--- config.mk ---
export PLATFORM = sky130hd
export DESIGN_NAME = slice_compare_seq
export DESIGN_NICKNAME = d
export VERILOG_FILES = /design/src/rtl/slice_compare_seq.sv
export SDC_FILE = /design/constraint.sdc
export NUM_CORES = 1
export LEC_CHECK = 0
export ABC_AREA = 1
export CAP_MARGIN = 10
export CORE_MARGIN = 2
export CORE_UTILIZATION = 35
export CTS_BUF_LIST = sky130_fd_sc_hd__clkbuf_8
export DETAILED_ROUTE_END_ITERATION = 8
export PLACE_DENSITY = 0.69
export SYNTH_ARGS = -nofsm -noshare
export SYNTH_HDL_FRONTEND = slang
export SYNTH_SLANG_ARGS = --single-unit
--- constraint.sdc ---
create_clock -name clk -period 1.75 [get_ports clk]
set_clock_uncertainty 0.2 [all_clocks]
set_input_delay 0.525 -clock clk [delete_from_list [all_inputs] [get_ports clk]]
set_output_delay 0.525 -clock clk [all_outputs]
set_load 0.05 [all_outputs]
--- src/rtl/slice_compare_seq.sv ---
`default_nettype none
// ============================================================================
// Module   : slice_compare_seq
// Purpose  : Sequential unsigned magnitude comparator. One 2-bit cascadable
//            compare slice is reused once per cycle, MSB pair first. The
//            slice's cascade inputs are eqIn ("equal so far") and gtIn
//            ("already greater"), and its outputs are eqOut/gtOut.
// Revision : 1.0 - initial release
// ----------------------------------------------------------------------------
// Parameters:
//   WIDTH        operand width in bits (even, >= 2)
// Ports:
//   clk          in   1              rising-edge clock
//   rst          in   1              synchronous reset, active-high
//   start        in   1              request pulse, sampled only in IDLE
//   a, b         in   WIDTH          operands, captured on the accept edge
//   busy         out  1              high while slices are evaluated (RUN)
//   done         out  1              one-cycle pulse, result valid
//   eq           out  1              result A == B
//   gt           out  1              result A > B (lt = !eq & !gt)
//   slices_used  out  clog2(NSLICE+1) slices evaluated for the last result
// Build option:
//   SLICE_COMPARE_SEQ_EARLY_EXIT_EN - when defined, RUN stops on the first
//   unequal slice; otherwise all NSLICE slices are always evaluated.
// ============================================================================
module slice_compare_seq #(
  parameter int WIDTH = 8
) (
  input  logic                               clk,
  input  logic                               rst,
  input  logic                               start,
  input  logic [WIDTH-1:0]                   a,
  input  logic [WIDTH-1:0]                   b,
  output logic                               busy,
  output logic                               done,
  output logic                               eq,
  output logic                               gt,
  output logic [$clog2((WIDTH/2)+1)-1:0]     slices_used
);

  localparam int NSLICE = WIDTH / 2;
  localparam int IDXW   = (NSLICE > 1) ? $clog2(NSLICE) : 1;
  localparam int SUW    = $clog2(NSLICE + 1);
  localparam logic [IDXW-1:0] IDX_TOP = IDXW'(NSLICE - 1);

  // Odd or too-small widths cannot be split into 2-bit pairs.
  if ((WIDTH % 2) != 0 || WIDTH < 2) begin : g_width_check
    $error("slice_compare_seq: WIDTH must be even and >= 2");
  end

  typedef enum logic [1:0] {
    S_IDLE = 2'd0,
    S_RUN  = 2'd1,
    S_DONE = 2'd2
  } state_e;

  state_e           state_q;
  logic [WIDTH-1:0] a_q, b_q;
  logic [IDXW-1:0]  idx_q;
  logic             eq_acc_q, gt_acc_q;
  logic             busy_q, done_q, eq_q, gt_q;
  logic [SUW-1:0]   slices_used_q;

  // Shared 2-bit slice: cascade in from the accumulators, cascade out to _d.
  logic [1:0] pair_a, pair_b;
  logic       eq_d, gt_d;
  logic       term_d;

  always_comb begin
    pair_a = a_q[{idx_q, 1'b0} +: 2];
    pair_b = b_q[{idx_q, 1'b0} +: 2];
    eq_d   = eq_acc_q & (pair_a == pair_b);
    // Greater only counts if all higher pairs were equal.
    gt_d   = gt_acc_q | (eq_acc_q & (pair_a > pair_b));
`ifdef SLICE_COMPARE_SEQ_EARLY_EXIT_EN
    // Once a pair differs the lower pairs cannot change the outcome.
    term_d = (idx_q == '0) | ~eq_d;
`else
    term_d = (idx_q == '0);
`endif
  end

  always_ff @(posedge clk) begin
    if (rst) begin
      state_q       <= S_IDLE;
      a_q           <= '0;
      b_q           <= '0;
      idx_q         <= '0;
      eq_acc_q      <= 1'b0;
      gt_acc_q      <= 1'b0;
      busy_q        <= 1'b0;
      done_q        <= 1'b0;
      eq_q          <= 1'b0;
      gt_q          <= 1'b0;
      slices_used_q <= '0;
    end else begin
      case (state_q)
        S_IDLE: begin
          done_q <= 1'b0;
          if (start) begin
            a_q           <= a;
            b_q           <= b;
            eq_acc_q      <= 1'b1;
            gt_acc_q      <= 1'b0;
            idx_q         <= IDX_TOP;
            slices_used_q <= '0;
            eq_q          <= 1'b0;
            gt_q          <= 1'b0;
            busy_q        <= 1'b1;
            state_q       <= S_RUN;
          end
        end
        S_RUN: begin
          eq_acc_q      <= eq_d;
          gt_acc_q      <= gt_d;
          slices_used_q <= slices_used_q + SUW'(1);
          if (term_d) begin
            eq_q    <= eq_d;
            gt_q    <= gt_d;
            busy_q  <= 1'b0;
            done_q  <= 1'b1;
            state_q <= S_DONE;
          end else begin
            idx_q <= idx_q - IDXW'(1);
          end
        end
        S_DONE: begin
          // start is deliberately not looked at here.
          done_q  <= 1'b0;
          state_q <= S_IDLE;
        end
        default: begin
          busy_q  <= 1'b0;
          done_q  <= 1'b0;
          state_q <= S_IDLE;
        end
      endcase
    end
  end

  assign busy        = busy_q;
  assign done        = done_q;
  assign eq          = eq_q;
  assign gt          = gt_q;
  assign slices_used = slices_used_q;

endmodule
`default_nettype wire
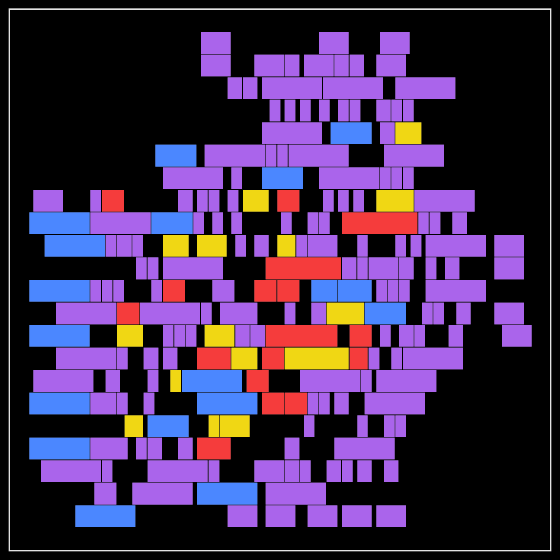
sizing.png
- purple: x1 and smaller (cells 157; share 76%)
- red: x3 and x4 (cells 17; share 8.2%)
- blue: x6 and larger (cells 18; share 8.7%)
- yellow: x2 (cells 15; share 7.2%)
Signal buffers: 38
PnR worst setup slack: 0.0152 ns
Area Overhead vs Synth: 45.8%
Final Cell Area: 1910 sq um

==> flow_metrics.tcl <==
# metrics dict for downstream scripts
set metrics [dict create \
    top_cells_by_count "nor2_1 (43), dfxtp_1 (29), nand2_1 (22), o21ai_0 (22), inv_1 (10)" \
    cts_setup_buffers 0 \
    path_max_fanout 9 \
    synth.top_cell.area_share_pct 44.3 \
    r2r-end "gt" \
    comb_share_pct 36.0 \
    yosys_warnings 0 \
    synth-edff-count 0 \
    async_flop_share_pct 0 \
    insertion_delay_ns 0.28 \
    cpPeakStageDelay_ns 0.38 \
    clkSlewWorstSetupHoldPaths_ns 0.06 \
    top_cells_by_area "dfxtp_1 (44%), nor2_1 (12%), o21ai_0 (8.4%), nand2_1 (6.3%), ha_1 (3.8%)" \
    syn-num-nets 192 \
    cp_cell_sequence "inv_6, nand2_1, a32o_1, ha_4, a21oi_2, nand2_1, nand2_1, nand3_2, a21oi_2" \
    drive_gt1_share_pct 24.2 \
    status "complete, no violations" \
    ff2ff_setup_slack_ns 0.02 \
    warning_count 28 \
    nonClkBufAreaFrac_pct 22.7 \
    path_buffers 1 \
    fillers 347 \
    simple_gate_share_pct 26.9 \
    chipArea_sq_um 4250 \
    fin_crit_ns 1.73 \
    clkCellAreaFrac_pct 4.52 \
    power_frac_comb_pct 28.2 \
    placed_area_sq_um 1760 \
    yosysUniqueCellTypes 26 \
    grt_util_met3_pct 5.65 \
    synthFlopType "dfxtp_1" \
    cts_tree "done" \
    viasPerCell 4.49 \
    tap_cells 48 \
    sh_seq_area_pct 30.6 \
    area.combinational_sq_um 688 \
    ys_area_sq_um 1310 \
    ctsResizeCount 8 \
    busiest_layer "met2" \
    synth.most_common_cell "nor2_1" \
    nets 230 \
    xor_area_share_pct 0.669 \
    finalPower_mw 1.82 \
    clkPwrFrac_pct 29.4 \
    portBuffers 25 \
    hp-class "reg -> reg" \
    drc_errors 0 \
    cp_common_cell "nand2_1" \
    cts_buffer_depth 2 \
    logic_gate_count 120 \
    dominant_cells "combinational gates" \
    synth_adder_area_share_pct 3.82 \
    dr_wl_met3_um 105 \
    finalSetupViolations 0 \
    synth_area_leader_cell "dfxtp_1" \
    lay_top_count "nor2_1" \
    hold_start "gt_acc_q" \
    layout.cells.non_filler 255 \
    fin_hold_ws_ns 0.258 \
    chipWidth_um 65.2 \
    fin_util_pct 52.6 \
    clock-sinks 29 \
    grt_pass1_wl_mm 4.65 \
    synthesis.area_sq_um 1310 \
    grt_usage_pct 14.3 \
    dp_hpwl_mm 2.02 \
    placementRows 22 \
    cp_num_cells 9 \
    top_layer "met4" \
    placed_cells 248 \
    post_drt_wl_per_cell_um 10.8 \
    final_cell_mix "nor2_1 (43), dfxtp_1 (27), nand2_1 (21)" \
    use_met2_pct 23.9 \
    endpoint "gt" \
    cts_root_buf "clkbuf_8" \
    crit_type "reg -> reg" \
    numSynthFlops 29 \
    peakVddDrop_mv 0.399 \
    p_leak_nw 0.797 \
    synth.avg_cell_area_sq_um 7.75 \
    globalplace.congestion 0.876 \
    rsz0062_at_grt "true" \
    inv_count 13 \
    cts_made_buffers 5 \
    cts.htree.levels 2 \
    flops 29 \
    swShare_pct 29.7 \
    worstMarginPinSlew_ns 0.262 \
    drt-initial-drc-count 37 \
    fmax_mhz 576 \
    clkbuf_count 6 \
    regToRegStartpoint "idx_q[0]" \
    syn_inst 169 \
    cp.arrival_ns 1.75 \
    worstHoldEndpoint "gt_acc_q" \
    ys_seq_share_pct 44.3 \
    critical_path.startpoint "idx_q[0]" \
    reg2regPathDepth 9 \
    critical_path.top_delay_family "AND-OR/OR-AND gates" \
    wl_met1_mm 1.27 \
    core_region_area_sq_um 3630 \
    finalHoldViolCount 0 \
    fin_tns_setup_ns 0 \
    holdPathStages 2 \
    ys_cells 169 \
    maxSlewHeadroom_pct 82.5 \
    p_int_mw 1.28 \
    slew_violations 0 \
    ant_nets 0 \
    fp_util_pct 36.1 \
    die_y_um 65.2 \
    end_kind "flop" \
    dr.pass1.iters 4 \
    p_seq_share_pct 42.3 \
    antenna_found_initial 0 \
    grt_pass1_vias 1118 \
    grt_start_max_net_pins 17 \
    p_switching_uw 540 \
    topCombFamilyByArea "simple AND/OR/NAND/NOR gates" \
    n_antenna_cell 0 \
    yosys-mux-area-fraction_pct 0 \
    p_per_area_nw_per_um2 953 \
    slowest_stage "dfxtp_4" \
    crit_required_ns 1.76 \
    ios 26 \
    synthAoiAreaFrac_pct 17.1 \
    worstSetupStartpointType "flop" \
    gr-total-overflow 0 \
    hold_buffers 0 \
    regArea_sq_um 586 \
    maxCapViolations 0 \
    min_period_over_period_pct 99.1 \
    dr_wl_met2_mm 1.36 \
]
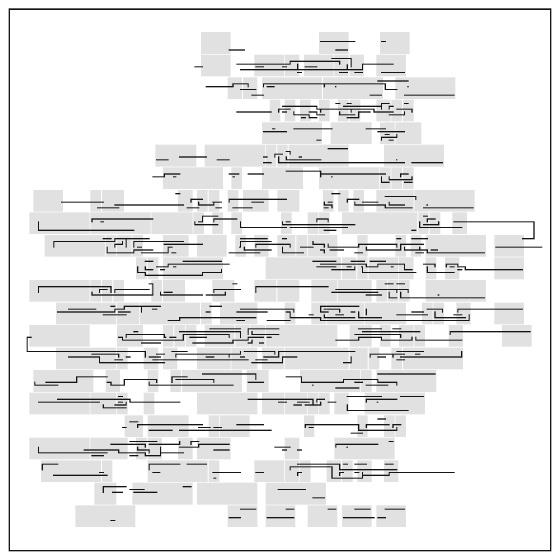
m1.png
Cells faint in the background.
- longest straight run: 17.9 um
- share of all routed wire: 46%
met1 Use GR: 16.8%
vias post-DR: 1145
Final Routed Wirelength: 2.75 mm

power by group through the flow:
| stage | logic [mW] | clock network [mW] | registers [mW] |
|---|---|---|---|
| 3_5_place_dp | 0.453 | 0 | 0.778 |
| 3_3_place_gp | 0.444 | 0 | 0.778 |
| 5_1_grt | 0.570 | 0.590 | 0.778 |
| 2_1_floorplan | 0.277 | 0 | 0.787 |
| 6_report | 0.514 | 0.536 | 0.771 |
| 4_1_cts | 0.478 | 0.554 | 0.768 |
worst reg2reg max path: stages (launching register included):
cell	delay, ns
dfxtp_4	0.38
inv_6	0.08
nand2_1	0.05
a32o_1	0.24
ha_4	0.26
a21oi_2	0.11
nand2_1	0.06
nand2_1	0.09
nand3_2	0.07
a21oi_2	0.12
No activity file was given, so power comes from the tool's default toggle rates.
